==> images/clock_wires.png <==
The bar under the picture is 50 um long.
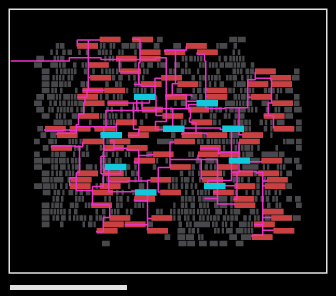
==> images/class_map.png <==
Fill, decap, tap and diode cells in grey.
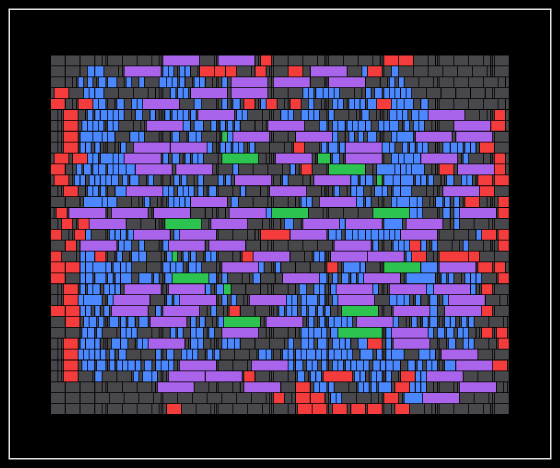
==> images/ff_map.png <==
The bar under the picture is 50 um long. Other sequential cells in the stronger grey, the rest of the logic in the fainter grey.
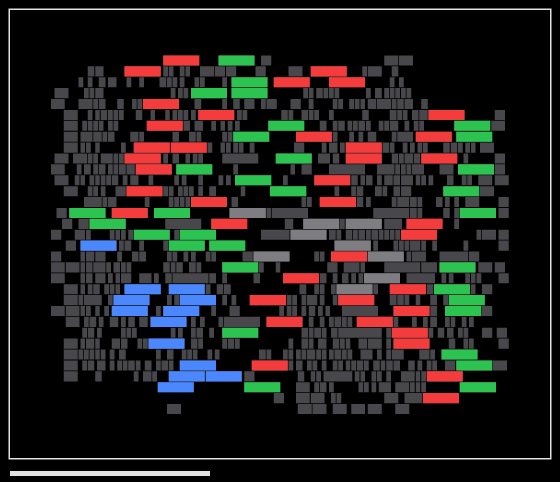
Design vb_requant, sky130hd; sources not shown.
==> impl_results.rst <==
Physical design figures
=======================

.. list-table::
   :header-rows: 1

   * - Metric
     - Value
   * - Simple logic cell fraction of the synthesized area
     - 33.7%
   * - Combinational fraction of the cell area
     - 35.2%
   * - Core utilization before placement
     - 47.2%
   * - IR drop worst, VDD
     - about 0.9 mV
   * - Overall via count from detail_route
     - 4449
   * - Area of the core
     - between 10000 and 15000 sq um
   * - Maximum number of pins on one net before global-route repair
     - 55
   * - Met2 WL post-DR
     - 5.24 mm
   * - Hold buffers post-CTS
     - 0
   * - Number of register bits inferred by synthesis
     - 93
   * - M1 GR Usage
     - about a fifth
   * - DRC Markers
     - 0
   * - Adder Area Share
     - under 10%
   * - Length of routed wiring on met1
     - just under 6 mm
   * - Cell count listed in synth_stat.txt
     - 660
   * - Slowest cell on the critical path
     - clkdlybuf4s50_1
   * - Most frequent cells after synthesis
     - nand2_1 (244), dfrtp_1 (93), inv_1 (73)
   * - First-pass iteration count of the detailed router
     - 5
   * - Post-synthesis instance total
     - 660
   * - Post-DP Area
     - 5840 sq um
   * - Port buffer count
     - 91
   * - Portion of total power attributed to sequential cells
     - 34.6%
   * - Number of slew-limit violations in the final report
     - 0
   * - Leading cell category by total area
     - sequential cells
   * - Most instantiated library cell after synthesis
     - nand2_1
   * - Global-route congestion overflow total
     - 0
   * - Launching element type of the critical path
     - input pin
   * - Overall Global Routing Usage
     - 16.0%
   * - # nets final
     - 826
   * - Global-route wire length before repair
     - 20.5 mm
   * - Number of nets with antenna violations after detailed routing
     - 0
   * - Layout inverter count without the clock tree
     - 76
   * - Internal Power
     - 2.51 mW
   * - Power density cells
     - roughly 770 nW/um^2
   * - Post-Place Cells
     - roughly 900
   * - Worst hold path cell count
     - 2
   * - Most frequent cells in the layout
     - nand2_1 (244), dfrtp_1 (93), inv_1 (72), nor2_1 (69), clkdlybuf4s50_1 (55)
   * - RD Place Congestion
     - approximately 0.87
   * - Per-cell routed wire length
     - 13.2 um
   * - Cell at the root of the clock tree
     - clkbuf_16
   * - Minimum setup slack after placement
     - ~560 ps
   * - Netlist area before placement
     - 4850 sq um
   * - Minimum setup slack in the final design
     - 538 ps
   * - Sum of routed wire length over all layers
     - 11.8 mm
   * - Via density per instance
     - a little under 5
   * - CTS tree
     - done
   * - Total of warnings raised by yosys
     - 0
   * - Post-route clock period utilization
     - 83.2%
   * - Die Span Y
     - 112 um
   * - Switching pwr
     - 2.21 mW
   * - Number of global-route vias before repair
     - approximately 4400
   * - Number of tap cells added at floorplan
     - 140
   * - Summed negative setup slack over all endpoints
     - 0 ps
   * - Area leader share
     - about 48%
   * - Classification of the worst-slack hold path
     - register to register
   * - Endpoint arrival time on the critical path
     - 1860 ps
   * - Final-layout clock buffer total
     - 9
   * - Die outline area
     - 15100 sq um
   * - Most Used Layer, Global Route
     - met2
   * - Transition time of the tightest slew-check pin
     - slightly below 700 ps
   * - Layout area overhead
     - 26.1%
   * - Ordered list of cells on the worst path
     - clkdlybuf4s50_1 -> nor2_4 -> inv_1 -> buf_12
   * - Combinational Power Share
     - between 40% and 50%
   * - Main flop type
     - dfrtp_1
   * - Timing-limited maximum frequency
     - 376 MHz
   * - Sequential cell count of the final layout
     - about 93
   * - Distinct cells, synth
     - 30
   * - Post-CTS resize count
     - 0
   * - Maximum fanout along the worst path
     - 3
   * - Fill cells
     - 954
   * - Number of warnings the tools reported
     - 39
   * - Met2 Track Usage GR
     - approximately 25%
   * - Signal buffers
     - roughly 96
   * - Most frequent standard cell in the layout excluding fill and tap cells
     - nand2_1
   * - Time the worst path needs with I/O delays and setup
     - 2660 ps
   * - Logic family by area
     - simple AND/OR/NAND/NOR gates
   * - Number of placement rows
     - 33
   * - Levels on crit path
     - 4
   * - RSZ-0062 raised after global routing
     - no
   * - Final Hold Fails
     - 0
   * - Clock power share
     - a little over a fifth
   * - Hold_ws
     - ~470 ps
   * - Max clock buf depth
     - 2
   * - Compound Share, Synth
     - under 10%
   * - Share of final-layout standard cells stronger than drive strength 1
     - 8.45%
   * - Post-Synthesis Net Count
     - 733
   * - Data required time at the worst endpoint
     - 2400 ps
   * - Result of the run
     - completed
   * - Xor/xnor cell area share of the yosys netlist
     - between 1.5 and 2%
   * - Total power
     - roughly 4.7 mW
   * - Setup crit end kind
     - output port
   * - Gate Area
     - about 2200 sq um
   * - Amount of wire on met3 after detailed routing
     - 743 um
   * - Switching share of total power
     - 46.8%
   * - Max-cap violations
     - 0
   * - Layout non-clock buf frac
     - 14.6%
   * - Register share after synthesis
     - between 40% and 50%
   * - Mean instance size in the synthesized netlist
     - 7.36 sq um
   * - Global Route met3 Usage
     - approximately 4.8%
Notes on clock_wires.png above:
- clock-net drivers: cyan (count 9)
- clock wires: magenta (length 1150 um)
- flip-flops: red (count 93)
- routed clock nets: 10
clock group power: 1.02 mW
Max Clock Skew: 4.58 ps
clock latency on the worst-skew pair: 330 ps

Notes on class_map.png above:
- clock drivers and dummy loads: green (cells 15)
- remaining logic cells: blue (cells 553)
- remaining buffers and delay cells: red (cells 96)
- registers: purple (cells 93)
Design Area, Final: 6120 sq um
flip-flop and latch share of the layout cell area: 38.0%
utilization of the core after routing: 59.6%

Notes on ff_map.png above:
- `p_clamp.v`: blue (placed flops 13)
- `s1_r`: red (placed flops 39)
- `write_out_data`: green (placed flops 32)
- not coloured: 9
FF+latch area: 2330 sq um
sequential logic power: 1.63 mW

Power figures rest on the tool's default switching activity, not on a simulated workload.
